==> src/rtl/complex_subtractor_pipe_if.sv <==
// rtl/complex_subtractor_pipe_if.sv - sample/result handshake and status bundle for the complex subtractor
interface complex_subtractor_pipe_if #(
    parameter int WIDTH     = 16,
    parameter int CNT_WIDTH = 8
);
    logic                 in_valid;
    logic                 in_ready;
    logic [WIDTH-1:0]     a_real;
    logic [WIDTH-1:0]     a_imag;
    logic [WIDTH-1:0]     b_real;
    logic [WIDTH-1:0]     b_imag;
    logic                 out_valid;
    logic                 out_ready;
    logic [WIDTH-1:0]     diff_real;
    logic [WIDTH-1:0]     diff_imag;
    logic                 out_ovf;
    logic                 ovf_sticky;
    logic [CNT_WIDTH-1:0] ovf_count;
    logic                 clear;

    modport slave (
        input  in_valid, a_real, a_imag, b_real, b_imag, out_ready, clear,
        output in_ready, out_valid, diff_real, diff_imag, out_ovf, ovf_sticky, ovf_count
    );

    modport master (
        output in_valid, a_real, a_imag, b_real, b_imag, out_ready, clear,
        input  in_ready, out_valid, diff_real, diff_imag, out_ovf, ovf_sticky, ovf_count
    );
endinterface

==> src/rtl/complex_subtractor_pipe.sv <==
// rtl/complex_subtractor_pipe.sv - two-stage saturating complex subtractor with overflow status
module complex_subtractor_pipe #(
    parameter int WIDTH     = 16,
    parameter int CNT_WIDTH = 8
) (
    input  logic                     clk,
    input  logic                     rst,
    complex_subtractor_pipe_if.slave bus
);
    localparam logic [WIDTH-1:0] MAX_POS = {1'b0, {(WIDTH-1){1'b1}}};
    localparam logic [WIDTH-1:0] MAX_NEG = {1'b1, {(WIDTH-1){1'b0}}};

    logic                 s1_valid_q;
    logic [WIDTH:0]       s1_re_q, s1_im_q;
    logic [WIDTH:0]       s1_re_d, s1_im_d;
    logic                 out_valid_q;
    logic [WIDTH-1:0]     diff_re_q, diff_im_q;
    logic [WIDTH-1:0]     diff_re_d, diff_im_d;
    logic                 out_ovf_q, out_ovf_d;
    logic                 ovf_sticky_q;
    logic [CNT_WIDTH-1:0] ovf_count_q;
    logic                 ovf_re, ovf_im;
    logic                 adv1, adv2;
    logic                 ovf_event;

    assign adv2 = !out_valid_q || bus.out_ready;
    assign adv1 = !s1_valid_q || adv2;

    // One guard bit makes the difference exact, so saturation only needs the top two bits.
    assign s1_re_d = {bus.a_real[WIDTH-1], bus.a_real} - {bus.b_real[WIDTH-1], bus.b_real};
    assign s1_im_d = {bus.a_imag[WIDTH-1], bus.a_imag} - {bus.b_imag[WIDTH-1], bus.b_imag};

    assign ovf_re = s1_re_q[WIDTH] ^ s1_re_q[WIDTH-1];
    assign ovf_im = s1_im_q[WIDTH] ^ s1_im_q[WIDTH-1];

    always_comb begin
        diff_re_d = s1_re_q[WIDTH-1:0];
        diff_im_d = s1_im_q[WIDTH-1:0];
        if (ovf_re) diff_re_d = s1_re_q[WIDTH] ? MAX_NEG : MAX_POS;
        if (ovf_im) diff_im_d = s1_im_q[WIDTH] ? MAX_NEG : MAX_POS;
        out_ovf_d = ovf_re || ovf_im;
    end

    assign ovf_event = out_valid_q && bus.out_ready && out_ovf_q;

    always_ff @(posedge clk) begin
        if (rst) begin
            s1_valid_q   <= 1'b0;
            s1_re_q      <= '0;
            s1_im_q      <= '0;
            out_valid_q  <= 1'b0;
            diff_re_q    <= '0;
            diff_im_q    <= '0;
            out_ovf_q    <= 1'b0;
            ovf_sticky_q <= 1'b0;
            ovf_count_q  <= '0;
        end else begin
            if (adv2) begin
                out_valid_q <= s1_valid_q;
                diff_re_q   <= diff_re_d;
                diff_im_q   <= diff_im_d;
                out_ovf_q   <= out_ovf_d;
            end
            if (adv1) begin
                s1_valid_q <= bus.in_valid;
                s1_re_q    <= s1_re_d;
                s1_im_q    <= s1_im_d;
            end
            // A same-cycle clear wins over an overflow event; that event is lost.
            if (bus.clear) begin
                ovf_sticky_q <= 1'b0;
                ovf_count_q  <= '0;
            end else if (ovf_event) begin
                ovf_sticky_q <= 1'b1;
                if (!(&ovf_count_q)) ovf_count_q <= ovf_count_q + 1'b1;
            end
        end
    end

    assign bus.in_ready   = adv1;
    assign bus.out_valid  = out_valid_q;
    assign bus.diff_real  = diff_re_q;
    assign bus.diff_imag  = diff_im_q;
    assign bus.out_ovf    = out_ovf_q;
    assign bus.ovf_sticky = ovf_sticky_q;
    assign bus.ovf_count  = ovf_count_q;
endmodule

==> src/flat_wrapper.sv <==
// flat-port wrapper written by rule: the top's interface ports become plain ports
module complex_subtractor_pipe_flat 
#(
    parameter int WIDTH     = 16,
    parameter int CNT_WIDTH = 8
)
  (clk, rst, bus_in_valid, bus_a_real, bus_a_imag, bus_b_real, bus_b_imag, bus_out_ready, bus_clear, bus_in_ready, bus_out_valid, bus_diff_real, bus_diff_imag, bus_out_ovf, bus_ovf_sticky, bus_ovf_count);
  complex_subtractor_pipe_if #(.WIDTH(WIDTH), .CNT_WIDTH(CNT_WIDTH)) bus_i ();
  input  logic clk;
  input  logic rst;
  input wire logic [$bits(bus_i.in_valid)-1:0] bus_in_valid;
  input wire logic [$bits(bus_i.a_real)-1:0] bus_a_real;
  input wire logic [$bits(bus_i.a_imag)-1:0] bus_a_imag;
  input wire logic [$bits(bus_i.b_real)-1:0] bus_b_real;
  input wire logic [$bits(bus_i.b_imag)-1:0] bus_b_imag;
  input wire logic [$bits(bus_i.out_ready)-1:0] bus_out_ready;
  input wire logic [$bits(bus_i.clear)-1:0] bus_clear;
  output wire logic [$bits(bus_i.in_ready)-1:0] bus_in_ready;
  output wire logic [$bits(bus_i.out_valid)-1:0] bus_out_valid;
  output wire logic [$bits(bus_i.diff_real)-1:0] bus_diff_real;
  output wire logic [$bits(bus_i.diff_imag)-1:0] bus_diff_imag;
  output wire logic [$bits(bus_i.out_ovf)-1:0] bus_out_ovf;
  output wire logic [$bits(bus_i.ovf_sticky)-1:0] bus_ovf_sticky;
  output wire logic [$bits(bus_i.ovf_count)-1:0] bus_ovf_count;
  assign bus_i.in_valid = bus_in_valid;
  assign bus_i.a_real = bus_a_real;
  assign bus_i.a_imag = bus_a_imag;
  assign bus_i.b_real = bus_b_real;
  assign bus_i.b_imag = bus_b_imag;
  assign bus_i.out_ready = bus_out_ready;
  assign bus_i.clear = bus_clear;
  assign bus_in_ready = bus_i.in_ready;
  assign bus_out_valid = bus_i.out_valid;
  assign bus_diff_real = bus_i.diff_real;
  assign bus_diff_imag = bus_i.diff_imag;
  assign bus_out_ovf = bus_i.out_ovf;
  assign bus_ovf_sticky = bus_i.ovf_sticky;
  assign bus_ovf_count = bus_i.ovf_count;
  complex_subtractor_pipe #(.WIDTH(WIDTH), .CNT_WIDTH(CNT_WIDTH)) u_core (.clk(clk), .rst(rst), .bus(bus_i));
endmodule
==> config.mk <==
export PLATFORM = sky130hd
export DESIGN_NAME = complex_subtractor_pipe_flat
export DESIGN_NICKNAME = d
export VERILOG_FILES = /design/src/rtl/complex_subtractor_pipe_if.sv /design/src/rtl/complex_subtractor_pipe.sv /design/src/flat_wrapper.sv
export SDC_FILE = /design/constraint.sdc
export NUM_CORES = 1
export LEC_CHECK = 0
export CAP_MARGIN = 5
export CORE_MARGIN = 2
export CORE_UTILIZATION = 50
export CTS_BUF_LIST = sky130_fd_sc_hd__clkbuf_16
export CTS_CLUSTER_DIAMETER = 100
export DETAILED_ROUTE_END_ITERATION = 10
export HOLD_SLACK_MARGIN = 0.05
export PLACE_DENSITY_LB_ADDON = 0.05
export REMOVE_ABC_BUFFERS = 1
export SYNTH_ARGS = -nofsm -noshare
export SYNTH_HDL_FRONTEND = slang
export SYNTH_SLANG_ARGS = --single-unit
==> constraint.sdc <==
create_clock -name clk -period 2.2 [get_ports clk]
set_input_delay 0.22 -clock clk [delete_from_list [all_inputs] [get_ports clk]]
set_output_delay 0.22 -clock clk [all_outputs]
set_load 0.01 [all_outputs]
==> impl_metrics.csv, run 1 <==
group,metric,value,unit
power,powerDensity,760.7,nW/um^2
clocking,cts_resized,1,
global_route,use_met1,33.81,%
synth,ys_chip_area,4668,um^2
hold_path,min_from,"rst",
synth,yosys.area_share.xor_xnor,4.503,%
sta,drv_slew,0,
finish,seq_area_share,23.69,%
synth,synthDistinctLibCells,64,
finish,logic_gate_count,430,
setup_path,crit_path_top_delay_cell,"clkdlybuf4s50_1",
detailed_routing,dr_wl_met3,677,um
power,p_total,5.015,mW
placed_design,placed_cells,832,
detailed_routing,ant_nets,0,
finish,post-route-util,72.03,%
synth,synth_flops,78,
finish,nClkBuffers,9,
power,p_seq,1.73,mW
finish,comb_share,42.57,%
synth,ys_async_sr_fraction,0,%
global_route,met3_usage,3.953,%
setup_path,cp_num_buf_inv,2,
hold_path,hold-path-cell-count,2,
synth,yosys-top-cells-count,"78 x dfxtp_1, 69 x nor2_1, 65 x a21oi_1",
setup_path,path_delay_family,"simple AND/OR/NAND/NOR gates",
hold_path,hp-class,"in -> reg",
power,p_int,3.581,mW
setup_path,worst-path-max-fanout,4,
hold_path,hold_path_end,"u_core.s1_im_q[6]$_SDFFE_PP0P_",
finish,register_area,1562,um^2
synth,synth_top_area_share,33.45,%
floorplan,die_area,10130,um^2
outcome,status,"finished clean",
sta,setup_viol,0,
setup_path,worstPathRequired,2460,ps
setup_path,reg2reg_depth,5,
setup_path,r2r_slack,430,ps
clocking,cts_max_level,3,
setup_path,critPathCaptureType,"register",
sta,tns,0,ps
synth,yosysTopAreaCell,"dfxtp_1",
detailed_routing,first_iter_violations,221,
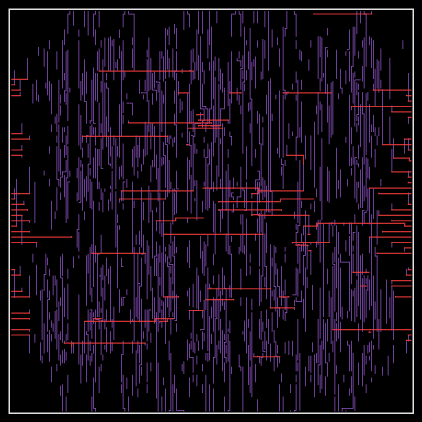
*Routed metal, one colour a layer, run 1*
Scale: 4 px per um. Only two layers are drawn.
metal 2 -> purple  # wire length 5950 um
metal 3 -> red  # wire length 677 um

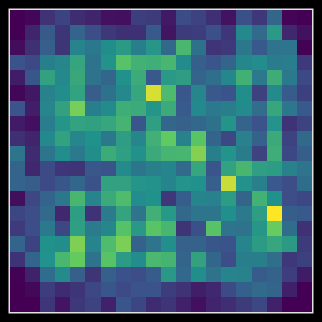
*Signal metal coverage by tile, run 1*
Scale: 3 px per um. The die is cut into 20 by 20 equal tiles; dark purple is low, yellow is high, scaled to the fullest tile. Values are wire area over tile area, all layers added.
mean over tiles = 0.19
densest ninth of the die = centre
tiles over half the peak = 25%
Routed wire per std cell: 14.61 um
all-layer global routing usage: 25.20%
Routed WL: 12400 um
Via Count: 4680

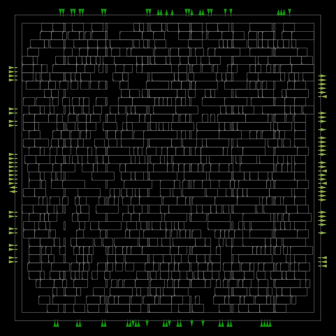
*Cell placement, run 1*
Rows: 35
Final Non-Filler Cells: 849

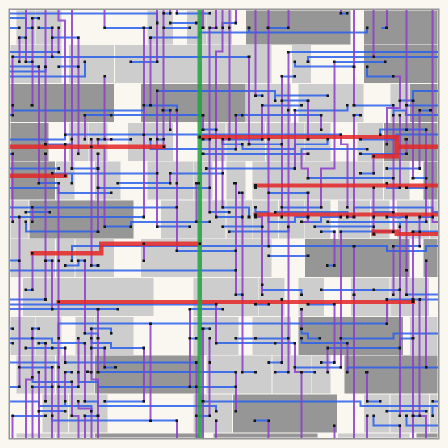
*Layout detail, run 1*
Region (35, 35) to (65, 65) um. Cells in grey, sequential cells in the stronger grey; small squares are vias.
metal 4 -> green
metal 2 -> purple
metal 1 -> blue
metal 3 -> red
most frequent = dfxtp_1 (12), buf_4 (9)
sequential cells in the window = 12
cells with their middle in the window = 75
netlist names of flops here include = u_core.bus.diff_imag (4), u_core.s1_im_q (4), u_core.s1_re_q (3)

==> run 1 -> run 2 <==
--- a/config.mk
+++ b/config.mk
@@ -14,6 +14,7 @@
 export HOLD_SLACK_MARGIN = 0.05
 export PLACE_DENSITY_LB_ADDON = 0.05
 export REMOVE_ABC_BUFFERS = 1
+export SLEW_MARGIN = 20
 export SYNTH_ARGS = -nofsm -noshare
 export SYNTH_HDL_FRONTEND = slang
 export SYNTH_SLANG_ARGS = --single-unit
==> constraint.sdc (replaced) <==
create_clock -name clk -period 2.1 [get_ports clk]
set_input_delay 0.21 -clock clk [delete_from_list [all_inputs] [get_ports clk]]
set_output_delay 0.21 -clock clk [all_outputs]
set_load 0.01 [all_outputs]
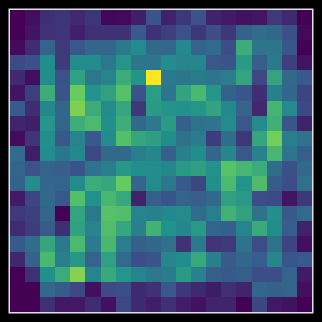
*Signal metal coverage by tile, run 2*
Scale: 3 px per um. The die is cut into 20 by 20 equal tiles; dark purple is low, yellow is high, scaled to the fullest tile. Values are wire area over tile area, all layers added.
nearly empty tiles = 3.0%
mean over tiles = 0.19
fullest tile = 0.55
Routed wire per std cell: 13.91 um
all-layer global routing usage: 24.77%
Routed WL: 12050 um
Via Count: 4684

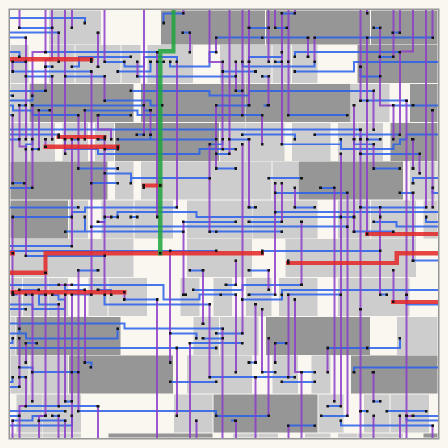
*Layout detail, run 2*
Region (35, 35) to (65, 65) um. Cells in grey, sequential cells in the stronger grey; small squares are vias.
metal 2 -> purple
metal 1 -> blue
metal 3 -> red
metal 4 -> green
most frequent = dfxtp_1 (16), nor3_1 (8), buf_4 (8)
netlist names of flops here include = u_core.s1_im_q (7), u_core.bus.diff_imag (4), u_core.s1_re_q (3)
sequential cells in the window = 16
cells with their middle in the window = 74

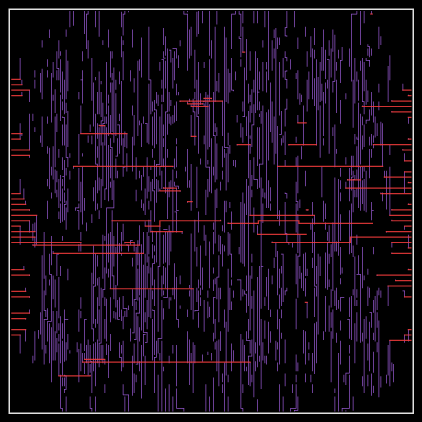
*Routed metal, one colour a layer, run 2*
Scale: 4 px per um. Only two layers are drawn.
metal 2 -> purple  # wire length 5790 um
metal 3 -> red  # wire length 617 um

==> impl_metrics.csv, run 2 <==
group,metric,value,unit
sta,setup_viol,0,
synth,synth_flops,78,
setup_path,crit_path_top_delay_cell,"clkdlybuf4s50_1",
detailed_routing,dr_wl_met3,617,um
finish,register_area,1562,um^2
floorplan,rows,35,
sta,drv_slew,0,
synth,ys_chip_area,4668,um^2
power,p_int,3.321,mW
finish,nClkBuffers,9,
detailed_routing,ant_nets,0,
outcome,status,"finished clean",
hold_path,hold_path_end,"u_core.s1_im_q[0]$_SDFFE_PP0P_",
detailed_routing,first_iter_violations,193,
setup_path,worstPathRequired,2310,ps
synth,yosysTopAreaCell,"dfxtp_1",
finish,logic_gate_count,430,
synth,ys_async_sr_fraction,0,%
setup_path,path_delay_family,"AND-OR/OR-AND gates",
setup_path,worst-path-max-fanout,3,
global_route,use_met1,31.38,%
sta,tns,0,ps
clocking,cts_resized,8,
setup_path,r2r_slack,380,ps
global_route,met3_usage,3.606,%
synth,yosys-top-cells-count,"78 x dfxtp_1, 69 x nor2_1, 65 x a21oi_1",
power,p_seq,1.81,mW
hold_path,hp-class,"in -> reg",
power,powerDensity,724.0,nW/um^2
synth,synth_top_area_share,33.45,%
finish,comb_share,42.42,%
global_route,grt_max_degree,47,
power,p_total,4.831,mW
placed_design,placed_cells,843,
setup_path,critPathCaptureType,"register",
setup_path,reg2reg_depth,6,
finish,fin_cells,866,
clocking,cts_max_level,3,
hold_path,min_from,"bus_a_imag[0]",
floorplan,die_area,10130,um^2
finish,seq_area_share,23.40,%
finish,post-route-util,72.91,%
synth,synthDistinctLibCells,64,
==> run 2 -> run 3 <==
--- a/config.mk
+++ b/config.mk
@@ -5,6 +5,7 @@
 export SDC_FILE = /design/constraint.sdc
 export NUM_CORES = 1
 export LEC_CHECK = 0
+export ABC_CLOCK_PERIOD_IN_PS = 2100
 export CAP_MARGIN = 5
 export CORE_MARGIN = 2
 export CORE_UTILIZATION = 50
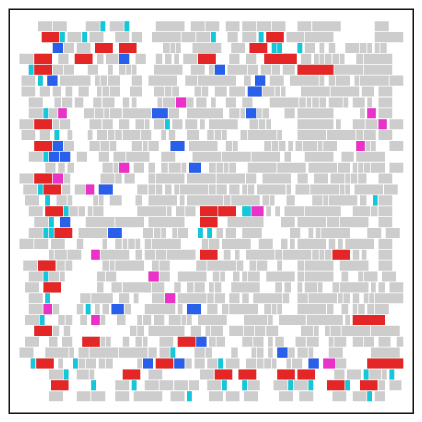
*Gate-type map, run 3*
Scale: 4 px per um.
fa/ha/maj cells -> red  # cells 39, most used ha_1, where spread over the die
non-inverting ao/oa cells -> blue  # cells 23, most used a21o_1
and/or cells -> magenta  # cells 15, most used and3_1
inv cells -> cyan  # cells 45, most used inv_1, where spread over the die

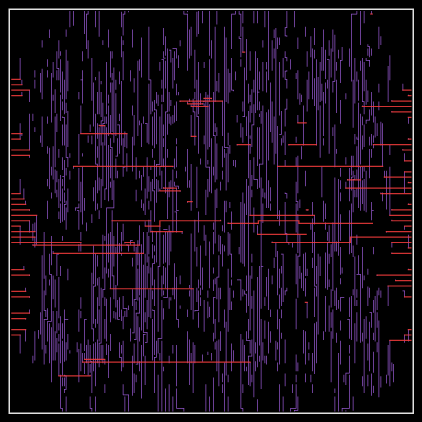
*Routed metal, one colour a layer, run 3*
Scale: 4 px per um. Only two layers are drawn.

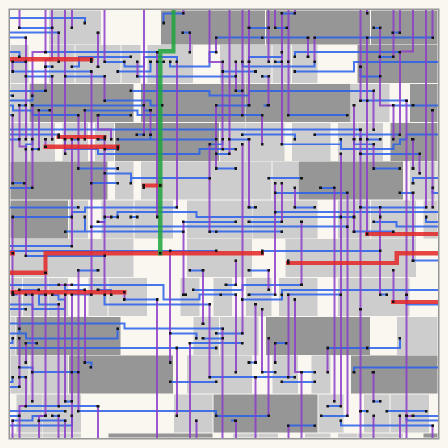
*Layout detail, run 3*
Region (35, 35) to (65, 65) um. Cells in grey, sequential cells in the stronger grey; small squares are vias.
metal 2 -> purple
metal 4 -> green
metal 1 -> blue
metal 3 -> red
most frequent = dfxtp_1 (16), nor3_1 (8), buf_4 (8)
cells with their middle in the window = 74
sequential cells in the window = 16
netlist names of flops here include = u_core.s1_im_q (7), u_core.bus.diff_imag (4), u_core.s1_re_q (3)

==> impl_metrics.csv, run 3 <==
group,metric,value,unit
power,p_total,4.831,mW
setup_path,worstPathRequired,2310,ps
clocking,cts_max_level,3,
hold_path,hold_path_end,"u_core.s1_im_q[0]$_SDFFE_PP0P_",
finish,post-route-util,72.91,%
setup_path,critPathCaptureType,"register",
synth,yosysTopAreaCell,"dfxtp_1",
synth,synth_flops,78,
setup_path,r2r_slack,380,ps
clocking,cts_resized,8,
outcome,status,"finished clean",
finish,register_area,1562,um^2
setup_path,path_delay_family,"AND-OR/OR-AND gates",
finish,seq_area_share,23.40,%
global_route,met3_usage,3.606,%
sta,setup_viol,0,
detailed_routing,ant_nets,0,
power,powerDensity,724.0,nW/um^2
synth,ys_async_sr_fraction,0,%
power,p_int,3.321,mW
hold_path,hp-class,"in -> reg",
detailed_routing,routedWlPerCell,13.91,um
sta,drv_slew,0,
setup_path,reg2reg_depth,6,
global_route,grt_util_all_layers,24.77,%
detailed_routing,first_iter_violations,193,
detailed_routing,wl,12050,um
global_route,use_met1,31.38,%
finish,fin_cells,866,
placed_design,placed_cells,843,
detailed_routing,dr_wl_met3,617,um
floorplan,rows,35,
finish,nClkBuffers,9,
Power and IR drop assume default switching activity.
